===== src/rtl/hazard_flush_ctrl_pkg.sv =====
// Shared constants and state encoding for the pipeline hazard/flush controller.
// The IR register and the decoder both take the NOP encoding from here.
package hazard_flush_ctrl_pkg;

  localparam logic [15:0] NOP_INSTR = 16'h001F;
  localparam int          REM_W     = 3;

  typedef enum logic [1:0] {
    ST_RUN   = 2'd0,
    ST_FLUSH = 2'd1,
    ST_STALL = 2'd2
  } state_t;

endpackage


===== src/rtl/hazard_flush_ctrl_sat_counter.sv =====
// Saturating event counter: synchronous active-low clear, +1 per inc pulse,
// holds at all-ones instead of wrapping.
module sat_counter #(
  parameter int W = 16
) (
  input  logic         CLK,
  input  logic         i_clr_n,
  input  logic         i_inc,
  output logic [W-1:0] o_cnt
);

  logic [W-1:0] r_cnt;

  always_ff @(posedge CLK) begin
    if (!i_clr_n) begin
      r_cnt <= '0;
    end else if (i_inc && (r_cnt != '1)) begin
      r_cnt <= r_cnt + 1'b1;
    end
  end

  assign o_cnt = r_cnt;

endmodule


===== src/rtl/hazard_flush_ctrl.sv =====
// IF/ID / PC / ID-EX control for the 16-bit count-up CPU: branch redirect with
// wrong-path squash, one-cycle load-use stall, saturating event counters.
module hazard_flush_ctrl
  import hazard_flush_ctrl_pkg::*;
#(
  parameter int REG_AW       = 3,
  parameter int FLUSH_CYCLES = 2,
  parameter int CNT_W        = 16
) (
  input  logic              CLK,
  input  logic              RSTN,
  input  logic              br_taken,
  input  logic              ex_mem_read,
  input  logic [REG_AW-1:0] ex_rd,
  input  logic [REG_AW-1:0] id_rs_a,
  input  logic [REG_AW-1:0] id_rs_b,
  input  logic              id_uses_a,
  input  logic              id_uses_b,
  output logic              pc_load,
  output logic              pc_sel,
  output logic              if_id_load,
  output logic              if_id_flush,
  output logic              id_ex_flush,
  output logic              busy,
  output logic [CNT_W-1:0]  flush_cnt,
  output logic [CNT_W-1:0]  stall_cnt,
  output logic [1:0]        dbg_state
);

  // Handshake-free control: every output is a same-cycle (Mealy) function of
  // the registered state and the current inputs; consumers act on it at the
  // next rising edge. Priority is reset > br_taken > load-use hazard.

  localparam logic [REM_W-1:0] REM_INIT = REM_W'(FLUSH_CYCLES - 1);

  state_t           r_state;
  state_t           w_state_nxt;
  logic [REM_W-1:0] r_remain;
  logic [REM_W-1:0] w_remain_nxt;
  logic             w_hz;
  logic             w_flush_ev;
  logic             w_stall_ev;

  // Register 0 is compared like any other register.
  assign w_hz = ex_mem_read &
                ((id_uses_a & (ex_rd == id_rs_a)) |
                 (id_uses_b & (ex_rd == id_rs_b)));

  always_ff @(posedge CLK) begin
    if (!RSTN) begin
      r_state  <= ST_RUN;
      r_remain <= '0;
    end else begin
      r_state  <= w_state_nxt;
      r_remain <= w_remain_nxt;
    end
  end

  always_comb begin
    pc_load      = 1'b0;
    pc_sel       = 1'b0;
    if_id_load   = 1'b0;
    if_id_flush  = 1'b0;
    id_ex_flush  = 1'b0;
    busy         = 1'b0;
    w_state_nxt  = r_state;
    w_remain_nxt = r_remain;
    w_flush_ev   = 1'b0;
    w_stall_ev   = 1'b0;

    if (!RSTN) begin
      // Hold the pipe in NOPs while reset is asserted.
      if_id_flush  = 1'b1;
      id_ex_flush  = 1'b1;
      w_state_nxt  = ST_RUN;
      w_remain_nxt = '0;
    end else begin
      busy = (r_state != ST_RUN);
      if (br_taken) begin
        // A redirect in any state restarts the squash window.
        pc_load      = 1'b1;
        pc_sel       = 1'b1;
        if_id_flush  = 1'b1;
        id_ex_flush  = 1'b1;
        w_flush_ev   = 1'b1;
        w_remain_nxt = REM_INIT;
        w_state_nxt  = (FLUSH_CYCLES == 1) ? ST_RUN : ST_FLUSH;
      end else begin
        unique case (r_state)
          ST_RUN: begin
            if (w_hz) begin
              id_ex_flush = 1'b1;
              w_stall_ev  = 1'b1;
              w_state_nxt = ST_STALL;
            end else begin
              pc_load    = 1'b1;
              if_id_load = 1'b1;
            end
          end
          ST_FLUSH: begin
            pc_load      = 1'b1;
            if_id_flush  = 1'b1;
            id_ex_flush  = 1'b1;
            w_remain_nxt = r_remain - 1'b1;
            if (r_remain == REM_W'(1)) begin
              w_state_nxt = ST_RUN;
            end
          end
          ST_STALL: begin
            // The bubble is already in EX, so the pipe simply advances.
            pc_load     = 1'b1;
            if_id_load  = 1'b1;
            w_state_nxt = ST_RUN;
          end
          default: begin
            w_state_nxt  = ST_RUN;
            w_remain_nxt = '0;
          end
        endcase
      end
    end
  end

  sat_counter #(.W(CNT_W)) u_flush_cnt (
    .CLK     (CLK),
    .i_clr_n (RSTN),
    .i_inc   (w_flush_ev),
    .o_cnt   (flush_cnt)
  );

  sat_counter #(.W(CNT_W)) u_stall_cnt (
    .CLK     (CLK),
    .i_clr_n (RSTN),
    .i_inc   (w_stall_ev),
    .o_cnt   (stall_cnt)
  );

  assign dbg_state = r_state;

endmodule


===== config.mk =====
export PLATFORM = sky130hd
export DESIGN_NAME = hazard_flush_ctrl
export DESIGN_NICKNAME = d
export VERILOG_FILES = /design/src/rtl/hazard_flush_ctrl_pkg.sv /design/src/rtl/hazard_flush_ctrl_sat_counter.sv /design/src/rtl/hazard_flush_ctrl.sv
export SDC_FILE = /design/constraint.sdc
export NUM_CORES = 1
export LEC_CHECK = 0
export CORE_ASPECT_RATIO = 1.25
export CORE_UTILIZATION = 44
export DETAILED_ROUTE_END_ITERATION = 7
export PLACE_DENSITY = 0.76
export SKIP_LAST_GASP = 1
export SLEW_MARGIN = 20
export SYNTH_ARGS = -nofsm -noshare
export SYNTH_HDL_FRONTEND = slang
export SYNTH_HIERARCHICAL = 1
export SYNTH_SLANG_ARGS = --single-unit

===== constraint.sdc =====
create_clock -name CLK -period 1.6 [get_ports CLK]
set_input_delay 0.24 -clock CLK [delete_from_list [all_inputs] [get_ports CLK]]
set_output_delay 0.24 -clock CLK [all_outputs]
set_load 0.01 [all_outputs]

Track usage over the die:
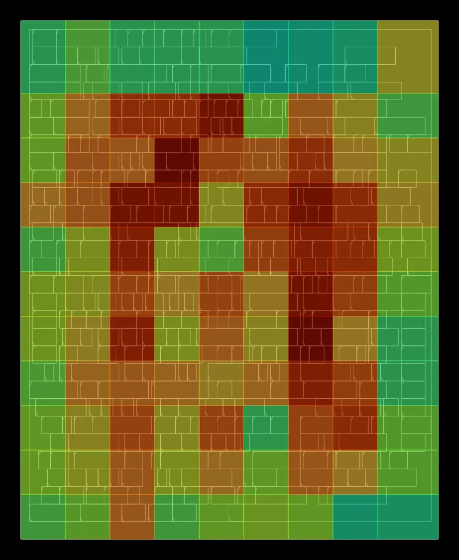
grt met3 use: 0.0668
grt met1 use: 0.262
most used routing layer in global routing: met2
average detailed-routed wire length per instance: 17.2 um
Tot GR Track Use: 0.242

==> results.txt <==
Results of the run.

STA reports the tightest min-delay check as being of type in2reg. Setup repair after global routing could not meet its margin everywhere. The data arrival time of the critical path is 2.03 ns. The count of mapped cells out of synthesis is 254. The floorplan step defined a core boundary enclosing 0.00473 mm^2.

After synthesis, the chip area reported by Yosys is 0.00215 mm^2. The initial antenna violation count came to 0. The final-report max-slew violation count is 0. The synthesis run shows the most used standard cells to be dfxtp_1, a21oi_1, nand2_1. The critical path is of the reg2reg type. In the layout the tool counted multi-input logic cells amounting to 195. For reference, the top cells by area after synthesis are dfxtp_1, a21oi_1, ha_1.

Per the layout report, the design carries 19 non-clock inverters. The worst hold path begins at br_taken. The count of fill cells added during filler insertion is 302. Setup violations remaining at the end of the flow were counted as 18. The critical path maximum fanout is 5. The tool flagged a number of max-cap violations equal to 0. The via count is 2686. The final reports fail on setup timing. The setup check on the worst reg-to-reg path leaves a slack of -0.22 ns. The smallest setup slack after layout is -0.222 ns. The power in sequential cells is 0.936 mW. STA puts the critical path data required time at 1.81 ns.

The final weighted congestion of routability-driven global placement is 0.830. The first global-routing pass estimated 9830 um of wire. The cell type with the largest total area is dfxtp_1. The cell sequence reported for the critical path is inv_2, ha_4, buf_6, and4_4, and4_4, o41ai_4, or3_1, a21oi_1. The commonest register cell is dfxtp_1.

The overflow left after global routing is 0. The global routing met2 resource utilization is 0.442. The sequential group share of total power is 0.478. Dividing the detail-routed via count by the number of cells gives 5.97. The number of clock buffers added by TritonCTS is 5.

Per report_power, the top consumer among the power groups is registers. The critical path starts at dbg_state[1]. On the critical path the largest part of the delay comes from simple AND/OR/NAND/NOR gates. Entering global routing, the biggest net connects 15 pins. The sink count of the clock tree is 37. The slowest stage of the critical path is the dfxtp_2 cell. The combinational group power is 0.377 mW.

The longest incremental delay of any stage on the critical path is reported as 0.33 ns. The average cell area after synthesis is 8.48 um^2. Hold repair after CTS inserted 0 buffers. In this run, synthesis inferred 0 flip-flops with an integrated enable.

Per the final timing report, the hold violations number 0. The die is 80.2 um tall. The number of flip-flops and latches is 37. Leaving out the clock tree, the finished layout contains a buffer count of 131. The post-route core utilization is 0.806.

OpenSTA, run right after detailed placement, puts the worst setup slack at -0.723 ns. TritonCTS built the clock tree. Following the worst setup path forward leads to its endpoint at u_stall_cnt/o_cnt[6]. 0 antenna diodes ended up in the layout.

In the log, the iteration count for the first detailed-route pass is 5. The ratio of final minimum period to clock period is 1.14. The count of unique library cells instantiated by Yosys is 42. In the detailed route, the total length drawn on met3 is 449 um. The buffer and inverter count on the worst path is 2. The number of nets still failing antenna checks after routing is 0.

The share of total power dissipated in combinational logic is 0.193. The end of the worst register-to-register path is u_stall_cnt/o_cnt[6]. Of the synthesized area, sequential elements account for 0.344. The flow ran to the end, but the final reports show violations. Per the layout area report, the combinational gate area comes to 0.00165 mm^2. The power report lists the clock group at 0.644 mW. The estimated wirelength of the detail-placed design is 4400 um.

The combined flip-flop and latch cell area is 771 um^2. Total power normalized to cell area comes to 513 mW/mm^2. After synthesis the cells add up to 0.00215 mm^2.
Placed cells, one color a class:
(4 px per um) Fill, decap, tap and diode cells in gray.
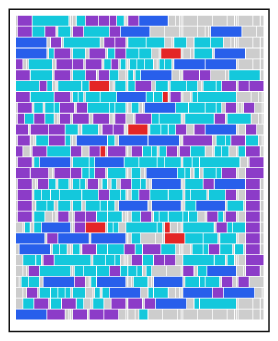
[red] clock drivers and dummy loads | cells: 8 | share of their area: 2.1%
[cyan] remaining logic cells | cells: 214 | share of their area: 46%
[purple] remaining buffers and delay cells | cells: 131 | share of their area: 31%
[blue] registers | cells: 37 | share of their area: 21%

-- logic make-up after synthesis --
logic type | synth area share
and+or+nand+nor | 0.313
AOI/OAI and AO/OA | 0.184
DFF | 0.344
buffers and inverters | 0.0436
xor gates and xnor gates | 0.0407
adders and majority gates | 0.0465
muxes | 0.0279
-- through the flow --
step | hold slack [ns] | instance area, um^2 | power (mW) | cells
2_1_floorplan | 0.351 | 2220 | 1.08 | 254
3_3_place_gp | 0.447 | 3240 | 1.23 | 421
3_5_place_dp | 0.461 | 3240 | 1.24 | 421
4_1_cts | 0.320 | 3530 | 1.90 | 442
5_1_grt | 0.375 | 3810 | 2.03 | 450
6_report | 0.362 | 3810 | 1.96 | 450
No activity file was given, so power comes from the tool's default toggle rates.
